$ cat src/rtl/para_stat.sv
// para_stat: per-channel window statistics (max/min/sum) over N smoothed samples.
// Latency: para_* and para_vld update 1 cycle after the closing sm_vld; fx_q 1 cycle after fx_rd.
// Backpressure: none; every sm_vld is consumed, including one arriving in the latch cycle.
//
// Ports:
//   clk_sys, rst_n          clock, asynchronous active-low reset
//   sm_data, sm_vld         signed sample stream from the smoothing stage
//   fx_waddr/fx_wr/fx_data  fx bus write (addr[21:16] = device id, addr[15:0] = offset)
//   fx_raddr/fx_rd/fx_q     fx bus read; fx_q is zero unless answering a read, so slaves can be ORed
//   dev_id                  this instance's device id
//   para_max/min/sum/vld    latched result set and its one-cycle strobe
//   para_mean               (only with PARA_STAT_MEAN_EN) sum >>> floor(log2(window length))
//
// Optional feature macro: PARA_STAT_MEAN_EN (adds para_mean and registers 0x19/0x1A).
//
// Register map: 0x00 ctrl {clr, en}; 0x01 status {done, W1C}; 0x02/0x03 win_len;
// 0x10-0x17 max/min/sum; 0x18 frame_cnt; 0x19/0x1A mean (feature only).

module para_stat #(
  parameter int          DW      = 16,
  parameter int          SW      = 32,
  parameter logic [15:0] WIN_DEF = 16'd1024
) (
  input  logic                 clk_sys,
  input  logic                 rst_n,
  input  logic signed [DW-1:0] sm_data,
  input  logic                 sm_vld,
  input  logic [21:0]          fx_waddr,
  input  logic                 fx_wr,
  input  logic [7:0]           fx_data,
  input  logic                 fx_rd,
  input  logic [21:0]          fx_raddr,
  output logic [7:0]           fx_q,
  input  logic [5:0]           dev_id,
  output logic signed [DW-1:0] para_max,
  output logic signed [DW-1:0] para_min,
  output logic signed [SW-1:0] para_sum,
  output logic                 para_vld
`ifdef PARA_STAT_MEAN_EN
  ,
  output logic signed [DW-1:0] para_mean
`endif
);

  localparam logic [15:0] OFF_CTRL    = 16'h0000;
  localparam logic [15:0] OFF_STATUS  = 16'h0001;
  localparam logic [15:0] OFF_WIN_LO  = 16'h0002;
  localparam logic [15:0] OFF_WIN_HI  = 16'h0003;
  localparam logic [15:0] OFF_MAX_LO  = 16'h0010;
  localparam logic [15:0] OFF_MAX_HI  = 16'h0011;
  localparam logic [15:0] OFF_MIN_LO  = 16'h0012;
  localparam logic [15:0] OFF_MIN_HI  = 16'h0013;
  localparam logic [15:0] OFF_SUM_B0  = 16'h0014;
  localparam logic [15:0] OFF_SUM_B1  = 16'h0015;
  localparam logic [15:0] OFF_SUM_B2  = 16'h0016;
  localparam logic [15:0] OFF_SUM_B3  = 16'h0017;
  localparam logic [15:0] OFF_FRAME   = 16'h0018;
`ifdef PARA_STAT_MEAN_EN
  localparam logic [15:0] OFF_MEAN_LO = 16'h0019;
  localparam logic [15:0] OFF_MEAN_HI = 16'h001A;
`endif

  typedef enum logic [1:0] {IDLE, ACC, LATCH} state_t;

  state_t               state;
  logic                 en;
  logic                 done;
  logic [15:0]          win_len;
  logic [15:0]          win_cur;   // window length frozen at window start
  logic [7:0]           frame_cnt;
  logic [15:0]          acc_cnt;
  logic signed [DW-1:0] acc_max;
  logic signed [DW-1:0] acc_min;
  logic signed [SW-1:0] acc_sum;

  // ---------------------------------------------------------------- bus decode
  logic        wr_hit;
  logic [15:0] wr_off;
  logic        clr_req;
  logic        done_w1c;

  assign wr_hit   = fx_wr && (fx_waddr[21:16] == dev_id);
  assign wr_off   = fx_waddr[15:0];
  assign clr_req  = wr_hit && (wr_off == OFF_CTRL) && fx_data[1];
  assign done_w1c = wr_hit && (wr_off == OFF_STATUS) && fx_data[0];

  // ---------------------------------------------------------- next-sample math
  logic [15:0]          win_eff;
  logic [15:0]          win_use;
  logic                 first;
  logic signed [SW-1:0] samp_ext;
  logic signed [SW-1:0] n_sum;
  logic signed [DW-1:0] n_max;
  logic signed [DW-1:0] n_min;
  logic [16:0]          n_cnt;
  logic                 hit;

  // A zero-length window would never close; run it as a single-sample window.
  assign win_eff  = (win_len == 16'd0) ? 16'd1 : win_len;
  // No window is open in IDLE/LATCH, or in ACC before its first sample.
  assign first    = (state != ACC) || (acc_cnt == 16'd0);
  assign win_use  = first ? win_eff : win_cur;
  assign samp_ext = SW'(sm_data);
  assign n_sum    = first ? samp_ext : acc_sum + samp_ext;
  assign n_max    = (first || (sm_data > acc_max)) ? sm_data : acc_max;
  assign n_min    = (first || (sm_data < acc_min)) ? sm_data : acc_min;
  assign n_cnt    = (first ? 17'd0 : {1'b0, acc_cnt}) + 17'd1;
  assign hit      = (n_cnt == {1'b0, win_use});

`ifdef PARA_STAT_MEAN_EN
  function automatic logic [3:0] floor_log2(input logic [15:0] v);
    floor_log2 = 4'd0;
    for (int i = 0; i < 16; i++) begin
      if (v[i]) floor_log2 = i[3:0];
    end
  endfunction

  logic signed [SW-1:0] mean_wide;
  logic signed [DW-1:0] n_mean;
  assign mean_wide = n_sum >>> floor_log2(win_use);
  assign n_mean    = mean_wide[DW-1:0];
`endif

  // ------------------------------------------------------ control + datapath
  always_ff @(posedge clk_sys or negedge rst_n) begin
    if (!rst_n) begin
      state     <= IDLE;
      en        <= 1'b0;
      done      <= 1'b0;
      win_len   <= WIN_DEF;
      win_cur   <= WIN_DEF;
      frame_cnt <= 8'd0;
      acc_cnt   <= 16'd0;
      acc_max   <= '0;
      acc_min   <= '0;
      acc_sum   <= '0;
      para_max  <= '0;
      para_min  <= '0;
      para_sum  <= '0;
      para_vld  <= 1'b0;
`ifdef PARA_STAT_MEAN_EN
      para_mean <= '0;
`endif
    end else begin
      para_vld <= 1'b0;

      if (wr_hit) begin
        case (wr_off)
          OFF_CTRL:   en            <= fx_data[0];
          OFF_WIN_LO: win_len[7:0]  <= fx_data;
          OFF_WIN_HI: win_len[15:8] <= fx_data;
          default: ;
        endcase
      end
      if (done_w1c) done <= 1'b0;

      if (!en) begin
        // Disabled: drop any partial window, keep the last published results.
        state   <= IDLE;
        acc_cnt <= 16'd0;
        acc_max <= '0;
        acc_min <= '0;
        acc_sum <= '0;
      end else if (sm_vld) begin
        if (hit) begin
          // Closing sample is folded in and published directly; the next
          // strobe, even in the LATCH cycle, opens a fresh window.
          para_max  <= n_max;
          para_min  <= n_min;
          para_sum  <= n_sum;
`ifdef PARA_STAT_MEAN_EN
          para_mean <= n_mean;
`endif
          para_vld  <= 1'b1;
          done      <= 1'b1;       // after the W1C above, so a latch keeps done set
          frame_cnt <= frame_cnt + 8'd1;
          acc_cnt   <= 16'd0;
          acc_max   <= '0;
          acc_min   <= '0;
          acc_sum   <= '0;
          state     <= LATCH;
        end else begin
          if (first) win_cur <= win_eff;
          acc_cnt <= n_cnt[15:0];
          acc_max <= n_max;
          acc_min <= n_min;
          acc_sum <= n_sum;
          state   <= ACC;
        end
      end else begin
        state <= ACC;
      end

      // clr overrides everything above, including a coincident latch.
      if (clr_req) begin
        state     <= IDLE;
        acc_cnt   <= 16'd0;
        acc_max   <= '0;
        acc_min   <= '0;
        acc_sum   <= '0;
        para_max  <= '0;
        para_min  <= '0;
        para_sum  <= '0;
`ifdef PARA_STAT_MEAN_EN
        para_mean <= '0;
`endif
        para_vld  <= 1'b0;
        done      <= 1'b0;
        frame_cnt <= 8'd0;
      end
    end
  end

  // ------------------------------------------------------------- read path
  logic [15:0] max16;
  logic [15:0] min16;
  logic [31:0] sum32;
  logic [7:0]  rd_byte;

  assign max16 = 16'(para_max);
  assign min16 = 16'(para_min);
  assign sum32 = 32'(para_sum);

`ifdef PARA_STAT_MEAN_EN
  logic [15:0] mean16;
  assign mean16 = 16'(para_mean);
`endif

  always_comb begin
    rd_byte = 8'h00;
    case (fx_raddr[15:0])
      OFF_CTRL:    rd_byte = {7'd0, en};
      OFF_STATUS:  rd_byte = {7'd0, done};
      OFF_WIN_LO:  rd_byte = win_len[7:0];
      OFF_WIN_HI:  rd_byte = win_len[15:8];
      OFF_MAX_LO:  rd_byte = max16[7:0];
      OFF_MAX_HI:  rd_byte = max16[15:8];
      OFF_MIN_LO:  rd_byte = min16[7:0];
      OFF_MIN_HI:  rd_byte = min16[15:8];
      OFF_SUM_B0:  rd_byte = sum32[7:0];
      OFF_SUM_B1:  rd_byte = sum32[15:8];
      OFF_SUM_B2:  rd_byte = sum32[23:16];
      OFF_SUM_B3:  rd_byte = sum32[31:24];
      OFF_FRAME:   rd_byte = frame_cnt;
`ifdef PARA_STAT_MEAN_EN
      OFF_MEAN_LO: rd_byte = mean16[7:0];
      OFF_MEAN_HI: rd_byte = mean16[15:8];
`endif
      default:     rd_byte = 8'h00;
    endcase
  end

  always_ff @(posedge clk_sys or negedge rst_n) begin
    if (!rst_n) begin
      fx_q <= 8'h00;
    end else begin
      fx_q <= (fx_rd && (fx_raddr[21:16] == dev_id)) ? rd_byte : 8'h00;
    end
  end

endmodule

$ cat config.mk
export PLATFORM = sky130hd
export DESIGN_NAME = para_stat
export DESIGN_NICKNAME = d
export VERILOG_FILES = /design/src/rtl/para_stat.sv
export SDC_FILE = /design/constraint.sdc
export NUM_CORES = 1
export LEC_CHECK = 0
export CAP_MARGIN = 20
export CORE_MARGIN = 2
export CORE_UTILIZATION = 40
export CTS_CLUSTER_SIZE = 12
export DETAILED_ROUTE_END_ITERATION = 10
export GPL_TIMING_DRIVEN = 0
export RECOVER_POWER = 25
export SLEW_MARGIN = 20
export SYNTH_ARGS = -nofsm -noshare
export SYNTH_HDL_FRONTEND = slang
export SYNTH_SLANG_ARGS = --single-unit
$ cat constraint.sdc
create_clock -name clk_sys -period 4.4 [get_ports clk_sys]
set_input_delay 0.88 -clock clk_sys [delete_from_list [all_inputs] [get_ports clk_sys]]
set_output_delay 0.88 -clock clk_sys [all_outputs]
set_load 0.01 [all_outputs]
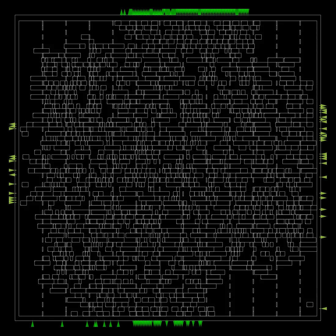
(images/placed.png)
tap cell count: 396
flop share of the area: 31.95%
FILL cells: 2895
fin cells: 1860

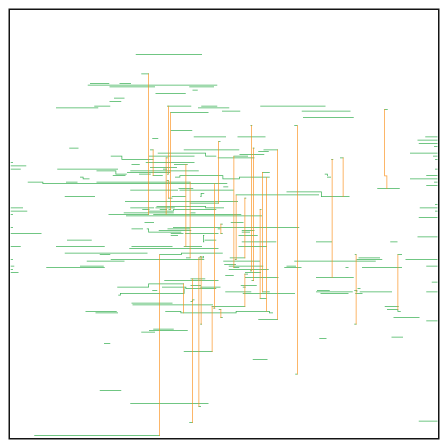
(images/layers.png)
Two of the layers only.
Key: M4 = orange [wire length 1280 µm]; M3 = green [wire length 2540 µm]

==> out/metrics.yaml <==
inverters: 51
cts_buffers: 17
violations: "capacitance limit, slew limit"
cell_internal_pwr_mw: 2.702
ys_cells: 1272
drv_cap: 1
comb_area_um2: 7057
placed_cells: 1820
status: "finished, violations left"
setup_tns_ps: 0
ir_worst_vdd_v: 0.0002614
edf_count: 0
chip_area_um2: 32490
logic_family: "AND-OR/OR-AND gates"
clkTransAtPathRegs_ps: 90
finalWorstSetupSlack_ps: 93.49
ys_area_um2: 12430
postCtsSetupRepairBufs: 8
fp-row-count: 64
cpPeakStageDelay_ps: 470
ff2ff_setup_slack_ps: 90
crit_end: "win_cur[12]"
initCoreUtil_pct: 40.62
tightest_slew_ps: 3161
drv_slew: 65
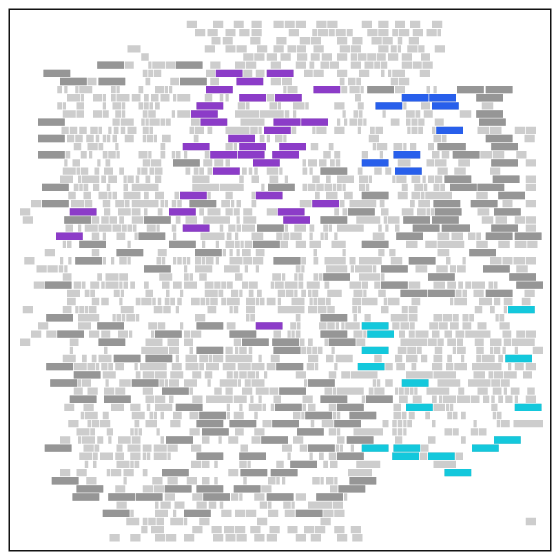
(images/ff_map.png)
Key: `acc_cnt` = cyan [flops 16, where south-east]; `para_sum` = purple [flops 32, where north]; `frame_cnt` = blue [flops 8, where north-east]

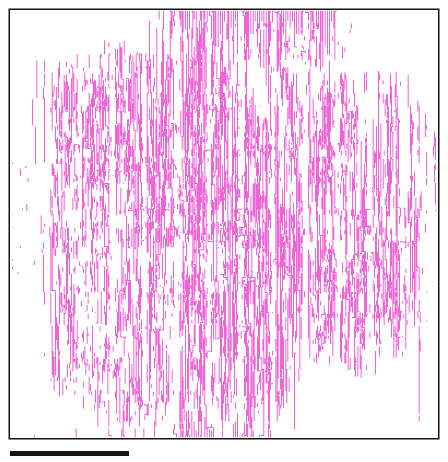
(images/m2.png)
Bar = 50 µm.
1339 nets have wire on it. The layer holds 47% of the routed length. The layer carries 20.5 mm of wire. The wires run mostly vertical.

